--- src/rtl/sum_game_pkg.sv ---
// sum_game_pkg: shared constants for the sum-challenge game core.
//   - FSM state encodings (IDLE, LOAD, PLAY, CHECK, OVER)
//   - round result codes carried on result_code
//   - LFSR feedback tap mask and the nibble-to-digit fold helper
package sum_game_pkg;

   localparam logic [2:0] ST_IDLE  = 3'd0;
   localparam logic [2:0] ST_LOAD  = 3'd1;
   localparam logic [2:0] ST_PLAY  = 3'd2;
   localparam logic [2:0] ST_CHECK = 3'd3;
   localparam logic [2:0] ST_OVER  = 3'd4;

   localparam logic [1:0] RES_CORRECT = 2'b00;
   localparam logic [1:0] RES_WRONG   = 2'b01;
   localparam logic [1:0] RES_TIMEOUT = 2'b10;

   // x^16+x^14+x^13+x^11+1, left-shifting Fibonacci form: feedback from bits 15,13,12,10
   localparam logic [15:0] LFSR_TAPS = 16'hB400;

   typedef struct packed {
      logic       valid;
      logic [1:0] code;
   } result_t;

   // Nibbles 10..15 fold onto 4..9 so every nibble yields a decimal digit
   function automatic logic [3:0] fold_digit(input logic [3:0] n);
      return (n > 4'd9) ? (n - 4'd6) : n;
   endfunction

endpackage

--- src/rtl/lfsr_digit_gen.sv ---
// lfsr_digit_gen: free-running 16-bit LFSR plus per-operand digit extraction.
//   clk, rst      : clock, synchronous active-high reset (LFSR <= SEED)
//   digits[i]     : low nibble of the LFSR rotated right by 4*i, folded to 0..9
module lfsr_digit_gen
   import sum_game_pkg::*;
#(
   parameter int          NUM_OPERANDS = 3,
   parameter logic [15:0] SEED         = 16'hACE1
) (
   input  logic                          clk,
   input  logic                          rst,
   output logic [NUM_OPERANDS-1:0][3:0]  digits
);

   logic [15:0] lfsr_q;

   // Advances every cycle regardless of game state, so round content depends on player timing
   always_ff @(posedge clk) begin
      if (rst) lfsr_q <= SEED;
      else     lfsr_q <= {lfsr_q[14:0], ^(lfsr_q & LFSR_TAPS)};
   end

   // A 16-bit register only has four nibbles, so operands 4..7 repeat 0..3
   genvar i;
   generate
      for (i = 0; i < NUM_OPERANDS; i++) begin : g_dig
         localparam int SH = (4 * i) % 16;
         assign digits[i] = fold_digit(lfsr_q[SH +: 4]);
      end
   endgenerate

endmodule

--- src/rtl/sum_round_engine.sv ---
// sum_round_engine: sum-challenge game core.
//   clk, rst       : clock, synchronous active-high reset
//   start, abort   : 1-cycle game control pulses (abort has priority)
//   tick_1s        : 1-cycle per-second pulse, decrements the countdown in PLAY
//   answer_valid   : 1-cycle pulse qualifying answer_bcd (digit 0 in [3:0])
//   operands       : current round digits, operand 0 in [3:0]
//   secs_left      : countdown (binary)
//   score, lives   : current game state, held for display after abort/game over
//   best_score     : session best, cleared only by rst
//   playing        : high while waiting for an answer
//   result_valid/result_code : 1-cycle verdict, cycle after CHECK (2 cycles after answer)
//   game_over      : 1-cycle pulse on the first OVER cycle
module sum_round_engine
   import sum_game_pkg::*;
#(
   parameter int          NUM_OPERANDS  = 3,
   parameter int          ANSWER_DIGITS = 2,
   parameter int          ROUND_SECS    = 30,
   parameter int          NUM_LIVES     = 3,
   parameter int          SCORE_W       = 7,
   parameter int          MAX_SCORE     = 99,
   parameter logic [15:0] LFSR_SEED     = 16'hACE1
) (
   input  logic                         clk,
   input  logic                         rst,
   input  logic                         start,
   input  logic                         abort,
   input  logic                         tick_1s,
   input  logic                         answer_valid,
   input  logic [4*ANSWER_DIGITS-1:0]   answer_bcd,
   output logic [4*NUM_OPERANDS-1:0]    operands,
   output logic [6:0]                   secs_left,
   output logic [SCORE_W-1:0]           score,
   output logic [2:0]                   lives,
   output logic [SCORE_W-1:0]           best_score,
   output logic                         playing,
   output logic                         result_valid,
   output logic [1:0]                   result_code,
   output logic                         game_over
);

   localparam int SUM_W   = $clog2(9 * NUM_OPERANDS + 1);
   localparam int ANS_MAX = 10 ** ANSWER_DIGITS;
   localparam int ANS_W   = $clog2(ANS_MAX);
   localparam int CMP_W   = (ANS_W > SUM_W) ? ANS_W : SUM_W;

   logic [2:0]                          state;
   logic [NUM_OPERANDS-1:0][3:0]        ops_q;
   logic [NUM_OPERANDS-1:0][3:0]        digits;
   logic [ANSWER_DIGITS-1:0][3:0]       ans_q;
   logic                                timeout_q;
   logic [6:0]                          secs_q;
   logic [SCORE_W-1:0]                  score_q;
   logic [SCORE_W-1:0]                  best_q;
   logic [2:0]                          lives_q;
   result_t                             res_q;
   logic                                game_over_q;

   logic [SUM_W-1:0]                    op_sum;
   logic [CMP_W-1:0]                    ans_bin;
   logic                                ans_bad;
   logic                                correct;

   lfsr_digit_gen #(
      .NUM_OPERANDS (NUM_OPERANDS),
      .SEED         (LFSR_SEED)
   ) u_gen (
      .clk    (clk),
      .rst    (rst),
      .digits (digits)
   );

   always_comb begin
      op_sum = '0;
      for (int i = 0; i < NUM_OPERANDS; i++)
         op_sum = op_sum + SUM_W'(ops_q[i]);
   end

   // Horner evaluation from the most significant digit; any non-decimal digit
   // makes the answer wrong even if its weighted value happens to match
   always_comb begin
      ans_bin = '0;
      ans_bad = 1'b0;
      for (int k = ANSWER_DIGITS - 1; k >= 0; k--) begin
         ans_bin = ans_bin * CMP_W'(10) + CMP_W'(ans_q[k]);
         if (ans_q[k] > 4'd9) ans_bad = 1'b1;
      end
   end

   assign correct = !timeout_q && !ans_bad && (ans_bin == CMP_W'(op_sum));

   always_ff @(posedge clk) begin
      if (rst) begin
         state       <= ST_IDLE;
         ops_q       <= '0;
         ans_q       <= '0;
         timeout_q   <= 1'b0;
         secs_q      <= '0;
         score_q     <= '0;
         best_q      <= '0;
         lives_q     <= '0;
         res_q       <= '0;
         game_over_q <= 1'b0;
      end else begin
         res_q.valid <= 1'b0;
         game_over_q <= 1'b0;
         if (abort) begin
            state  <= ST_IDLE;
            secs_q <= '0;
         end else begin
            case (state)
               ST_IDLE, ST_OVER: begin
                  if (start) begin
                     score_q <= '0;
                     lives_q <= 3'(NUM_LIVES);
                     state   <= ST_LOAD;
                  end
               end
               ST_LOAD: begin
                  ops_q  <= digits;
                  secs_q <= 7'(ROUND_SECS);
                  state  <= ST_PLAY;
               end
               ST_PLAY: begin
                  // an answer arriving with the final tick is still judged as an answer
                  if (answer_valid) begin
                     ans_q     <= answer_bcd;
                     timeout_q <= 1'b0;
                     state     <= ST_CHECK;
                  end else if (tick_1s) begin
                     if (secs_q <= 7'd1) begin
                        secs_q    <= '0;
                        timeout_q <= 1'b1;
                        state     <= ST_CHECK;
                     end else begin
                        secs_q <= secs_q - 7'd1;
                     end
                  end
               end
               ST_CHECK: begin
                  res_q.valid <= 1'b1;
                  if (correct) begin
                     res_q.code <= RES_CORRECT;
                     if (score_q < SCORE_W'(MAX_SCORE)) score_q <= score_q + 1'b1;
                     state <= ST_LOAD;
                  end else begin
                     res_q.code <= timeout_q ? RES_TIMEOUT : RES_WRONG;
                     lives_q    <= lives_q - 3'd1;
                     if (lives_q <= 3'd1) begin
                        state       <= ST_OVER;
                        game_over_q <= 1'b1;
                        if (score_q > best_q) best_q <= score_q;
                     end else begin
                        // a wrong guess keeps the same round and the running timer
                        state <= timeout_q ? ST_LOAD : ST_PLAY;
                     end
                  end
               end
               default: state <= ST_IDLE;
            endcase
         end
      end
   end

   assign operands     = ops_q;
   assign secs_left    = secs_q;
   assign score        = score_q;
   assign lives        = lives_q;
   assign best_score   = best_q;
   assign playing      = (state == ST_PLAY);
   assign result_valid = res_q.valid;
   assign result_code  = res_q.code;
   assign game_over    = game_over_q;

endmodule

--- config.mk ---
export PLATFORM = sky130hd
export DESIGN_NAME = sum_round_engine
export DESIGN_NICKNAME = d
export VERILOG_FILES = /design/src/rtl/sum_game_pkg.sv /design/src/rtl/lfsr_digit_gen.sv /design/src/rtl/sum_round_engine.sv
export SDC_FILE = /design/constraint.sdc
export NUM_CORES = 1
export LEC_CHECK = 0
export CORE_MARGIN = 2
export CORE_UTILIZATION = 44
export DETAILED_ROUTE_END_ITERATION = 16
export PLACE_DENSITY_LB_ADDON = 0.12
export REMOVE_ABC_BUFFERS = 1
export SKIP_LAST_GASP = 1
export SYNTH_ARGS = -nofsm -noshare
export SYNTH_HDL_FRONTEND = slang
export SYNTH_SLANG_ARGS = --single-unit
export TNS_END_PERCENT = 50
--- constraint.sdc ---
create_clock -name clk -period 3.66 [get_ports clk]
set_input_delay 1.098 -clock clk [delete_from_list [all_inputs] [get_ports clk]]
set_output_delay 1.098 -clock clk [all_outputs]
set_load 0.02 [all_outputs]
==> notes.md, run 1 <==
The hold-critical path depth was 1. The top register by number of flip-flops was u_gen.lfsr_q. For the pin with the worst max-slew slack, the measured transition is 673.9 ps. With the maximum vdd drop at 0.2303 mV, the total of hold buffers inserted after clock tree synthesis is 0. The setup check on the worst reg-to-reg path leaves a slack of 210 ps. After routing the design area is 4528 um2.

Core box area: 8093 um2. The flow ran to the end, and the final reports show no timing, DRC or antenna violations. The logs give 0.452 for the part of the total power dissipated in sequential elements and 151 for the initial detailed-routing violation count.

The class of the tightest hold or removal check was reg2reg. TritonCTS built the clock tree. Kind of end point of the critical path: a flop. The vertical die dimension reported for this design is 94.88 um. The run gives 0.1969 for the total routing usage reported by global routing. The run gives 4 as the count of TritonRoute iterations in the first routing pass. The register with the most flip-flops in the layout has 16 of them. The critical setup path kind is reg2reg. The most used flip-flop cell was sky130_fd_sc_hd__dfxtp_1.

Largest fanout on the critical path: 6. The worst setup path is launched from a flop. Per the final report, max-transition violations number 0. The die width works out to 94.88 um. The synthesized netlist handed to floorplanning was reported with a cell count of 422. Counting endpoints that fail hold in the final report gives 0. The delay of the slowest critical-path stage was 530 ps. The main area contributors are sky130_fd_sc_hd__dfxtp_1 (37%), sky130_fd_sc_hd__ha_1 (8.3%), sky130_fd_sc_hd__a21oi_1 (5.2%). The share of final-layout standard cells stronger than drive strength 1 was 0.07884; the number of global-route vias before repair was 3044. With the count of port buffers added during placement at 54, the vias after detailed routing is 3063.

The number of non-clock inverters came out at 39. Hold timing on the final database bottoms out at a slack of 415.5 ps. The tool warning count for the run is 28.

The fraction of met3 tracks used by global routing came out at 0.03751. The utilization of the core after routing came out at 0.5595. 55 I/O pins were placed. The area of the synthesized netlist per yosys stat is 3633 um2, and the global route total overflow is 0. The first global-routing pass estimated 14.06 mm of wire. Data on the critical path arrives at its endpoint at 3710 ps. In the routed layout, each cell is associated on average with a via count of 5.218. The design draws 0.001731 W. Combinational fraction of the cell area: 0.4576.

The Yosys step of the flow raised 0 warnings. The area share of buffers outside the clock network came out at 0.1266. Per STA, the worst path is made up of inv_1, fa_1, inv_1, ha_1, fa_1, xor2_1, nand4_1, nor4_2, nand4_1, or3_1, o32ai_1. For the routed metal-1 wirelength, the log shows 3.993 mm.
-- run 1: worst max path at each step --
stage | slack, ps | startpoint | depth (start not counted) | end
2_1_floorplan | 310 | operands[1] | 11 | score[1]
3_3_place_gp | 310 | operands[1] | 11 | score[2]
3_5_place_dp | 210 | operands[1] | 11 | score[2]
4_1_cts | 140 | operands[1] | 11 | score[2]
5_1_grt | -10 | operands[1] | 11 | score[1]
6_report | 210 | operands[1] | 11 | score[1]
-- run 1: cells by family after synthesis --
logic type / share of synthesized area
and+or+nand+nor: 0.2194
buffers and inverters: 0.05716
AOI/OAI and AO/OA: 0.1625
adders and majority gates: 0.1212
muxes: 0.02755
xor gates and xnor gates: 0.03753
DFF: 0.3747
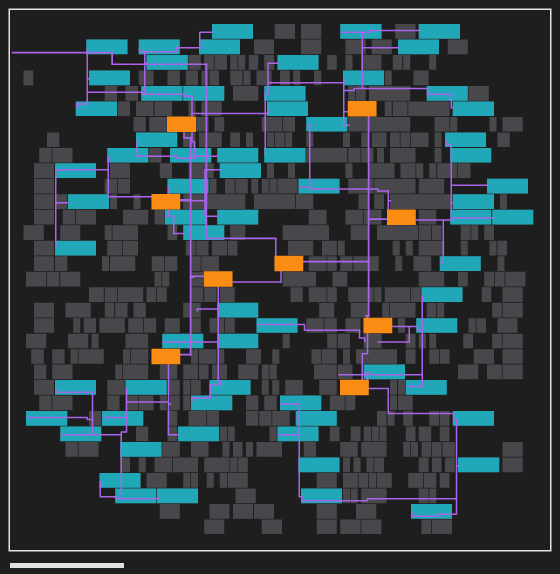
(run_1/clock_map.png)
The bar under the picture is 20 um long.
flip-flops: drawn in cyan, count 68. clock wires: drawn in purple, length 905 um. cells driving clock nets: drawn in orange, count 9.
There are 10 routed clock nets. Position of the flops: widely spread.
clock group power: 0.000764 W
Clk network pwr share: 0.442

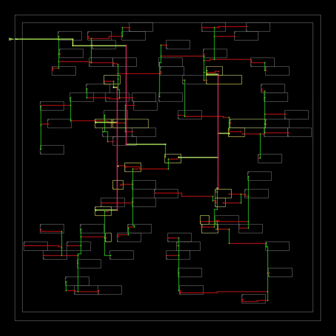
(run_1/final_clocks.png)
count of sequential standard cells: 68
Clock Skew: 14.79 ps
clock tree buffer count of the final layout: 9
clock insertion delay at the later pin of the skew report: 350 ps
sink count of the clock tree: 68

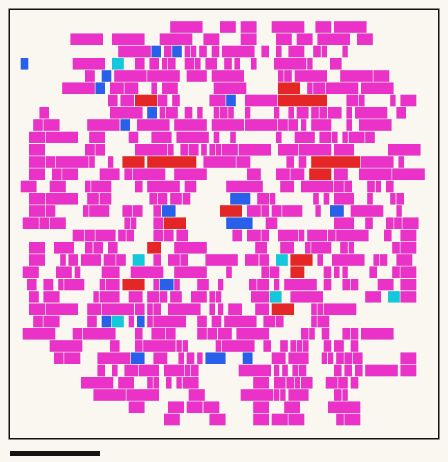
(run_1/drive_strength.png)
The bar under the picture is 20 um long.
drive 2: drawn in blue, cells 18, share 3.7%, most used or2_2. drive 1 or less: drawn in magenta, cells 444, share 92%, most used dfxtp_1. drive 3 to 4: drawn in cyan, cells 6, share 1.2%, most used buf_4. drive 6 and up: drawn in red, cells 14, share 2.9%, most used clkbuf_8.
number of ordinary and repair buffers in the finished layout: 59
Layout Area Growth over Synthesis: 24.62%

==> inputs of run 2 (changes only) <==
--- a/config.mk
+++ b/config.mk
@@ -7,5 +7,5 @@
 export LEC_CHECK = 0
 export CORE_MARGIN = 2
-export CORE_UTILIZATION = 44
+export CORE_UTILIZATION = 35
 export DETAILED_ROUTE_END_ITERATION = 16
 export PLACE_DENSITY_LB_ADDON = 0.12
==> constraint.sdc (replaced) <==
create_clock -name clk -period 3.66 [get_ports clk]
set_input_delay 1.098 -clock clk [delete_from_list [all_inputs] [get_ports clk]]
set_output_delay 1.098 -clock clk [all_outputs]
set_load 0.005 [all_outputs]
==> notes.md, run 2 <==
The post-route clock period utilization came out at 0.9382. The flow ran to the end, and the final reports show no timing, DRC or antenna violations. Summed over all layers, the global routing overflow is 0. The share of final-layout standard cells stronger than drive strength 1 works out to 0.07867. The part of the total power dissipated in sequential elements came out at 0.477.

The largest net degree at the start of global routing is 44. The run gives 6.259 mm as the HPWL after detailed placement. The worst setup path is launched from a flop. Setup repair after global routing left no endpoint under its margin.

The most common cell in the synthesized netlist is sky130_fd_sc_hd__dfxtp_1. The run gives 3720 ps as the arrival time at the worst endpoint. Most used flip-flop cell: sky130_fd_sc_hd__dfxtp_1.

The number of vias per cell works out to 4.913. For reference, the final report shows the hold violation count at 0. With the utilization of the core after routing at 0.4464, the total tool warning count is 27. The run gives 1004 for the number of fill cells in the layout. The plain and repair buffers instantiated in the layout total 60. With the final-report max-slew violation count at 0, the slack of the critical path is 226.4 ps. Synthesis produced a netlist whose cell count is 422. The aoi/oai-family share of the synthesized area is 0.1625, and the relative area change from synthesis to final layout is 25.14%.

The run gives 0.2664 for the met2 global-route usage. The multi-input combinational gate total came out at 300. The cell sequence reported for the critical path is inv_1, fa_1, inv_1, ha_1, fa_1, xor2_1, nand4_1, nor4_2, nand4_1, buf_4, or4_1, nand3_1. The number of global-route vias before repair was 3104; the die width was 105.9 um.

Fraction of met3 tracks used by global routing: 0.03495. Looking at the max-slew report, the worst-margin pin has a slew of 706.1 ps. The routing usage on met1 was 0.2146. The worst max-slew margin expressed relative to the limit was 0.5276. Antenna violation net count after detailed routing: 0. The standby leakage power was 1.662 nW. The register with the most flip-flops in the layout has 16 of them. The wire length of the first global-routing pass is 14.69 mm.

The top register by number of flip-flops is u_gen.lfsr_q. Detailed routing placed a total of 271 um of wire on met3. The total routed wirelength is 8.522 mm. The tools report the kind of end point of the critical path as a flop. The adder-cell share of the synthesized area is 0.1212.

The switching part of the total was 0.2503. In the synthesized netlist, the cells that appear most often are sky130_fd_sc_hd__dfxtp_1 (68), sky130_fd_sc_hd__inv_1 (39), sky130_fd_sc_hd__a21oi_1 (38). Sequential cells consume a total of 0.000784 W. The highest-utilization routing layer at the global route stage is met2.

Looking at the clock tree report, the H-tree level count equals 3. The tools report the core box area as 10180 um2. The completed layout was analyzed and its total power is 0.001644 W. Across all hold checks on the routed design, the worst slack comes to 411.3 ps.

The number of clock sinks came to 68. The fraction of the mapped netlist area in simple logic gates came out at 0.2194. The area share of buffers outside the clock network was 0.1277; the total routing usage reported by global routing was 0.1620. Ranked by power, first place goes to registers.

The largest fanout on the critical path works out to 5. The proportion of cell area spent on the clock network was 0.04761. Detailed-route iteration 0 reported a violation count of 88. The vertical die dimension is 105.9 um, and the maximum vdd drop is 0.1391 mV. With the total DRC errors in the routed layout at 0, the delay of the slowest critical-path stage is 540 ps. The tools report the clock-net power as 0.000681 W.

The area of the synthesized netlist per yosys stat came out at 3633 um2. Per the skew report, the later register of the worst-skew pair sees a clock latency of 340 ps. The placement report lists the number of port buffers as 54. The run gives 0.02755 for the post-synthesis mux area share. With fillers left out, the area of the finished cells amounts to 4547 um2. The synthesis report lists the most area-consuming cells as sky130_fd_sc_hd__dfxtp_1 (37%), sky130_fd_sc_hd__ha_1 (8.3%), sky130_fd_sc_hd__a21oi_1 (5.2%). The routed metal-1 wirelength came out at 4.243 mm.

Among the non-sequential cells, simple AND/OR/NAND/NOR gates take the most area. For the count of boundary I/O pins, the log shows 55. A synthesized cell averages 8.610 um2. The vias after detailed routing is 3041. In the setup report, the worst path falls into the class reg2reg.

The synthesized netlist was found by Yosys to have 422 cells. The part of the total power dissipated in the clock network is 0.414. The synthesized netlist contains 57 unique library cells.

TritonCTS built the clock tree. There are 68 flip-flops and latches. The run gives 0 as the Yosys warning count.

In this run the worst hold path is classified as reg2reg. The number of non-clock inverters was 39. The xor-xnor portion of the synthesized cell area was 0.03753. The count of TritonRoute iterations in the first routing pass was 4. Per the OpenROAD floorplan log, the area of the die is 11210 um2.
==> run 2: timing repair <==
item                       4_1_cts  5_1_grt
setup endpoints to repair        0        4
resized                          0        1
hold buffers                     0        0
buffers inserted                 0        1
==> run 2: path summary, 6_finish.rpt <==
path | to | from | depth (start not counted) | slack [ps]
setup / recovery | lives[2] | operands[1] | 12 | 230
hold / removal | u_gen.lfsr_q[15] | u_gen.lfsr_q[14] | 1 | 410
setup reg to reg | lives[2] | operands[1] | 12 | 230
hold reg to reg | u_gen.lfsr_q[15] | u_gen.lfsr_q[14] | 1 | 410
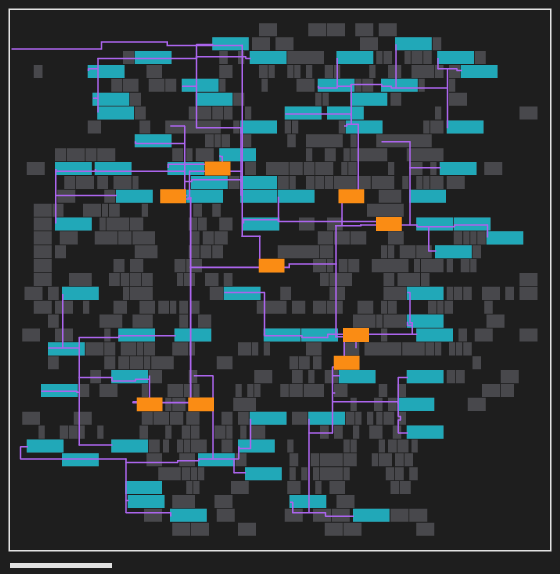
(run_2/clock_map.png)
The bar under the picture is 20 um long.
cells driving clock nets: drawn in orange, count 9. clock wires: drawn in purple, length 966 um. flip-flops: drawn in cyan, count 68.
Position of the flops: widely spread. There are 10 routed clock nets.

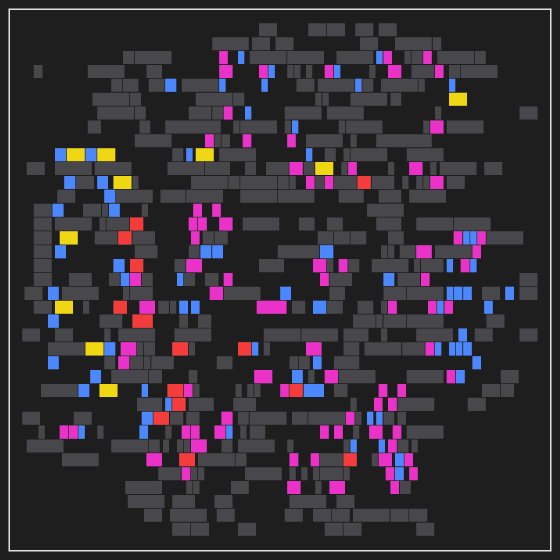
(run_2/gate_families.png)
AND-OR and OR-AND gates: drawn in red, cells 14, most used o21a_1. inverting AOI/OAI gates: drawn in magenta, cells 80, most used a21oi_1. NAND gates: drawn in blue, cells 71, most used nand2_1, where widely spread. multiplexers: drawn in yellow, cells 10, most used mux2i_1.
filler-free cell count of the finished design: 619
combinational fraction of the cell area: 0.4557
most common cell after layout, fill and taps aside: sky130_fd_sc_hd__dfxtp_1

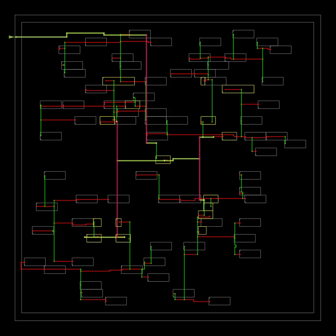
(run_2/final_clocks.png)
clock tree buffer count of the final layout: 10
CTS Buf Count: 9
Clock Skew: 9.995 ps

Power is estimated from default activity; no workload was simulated.
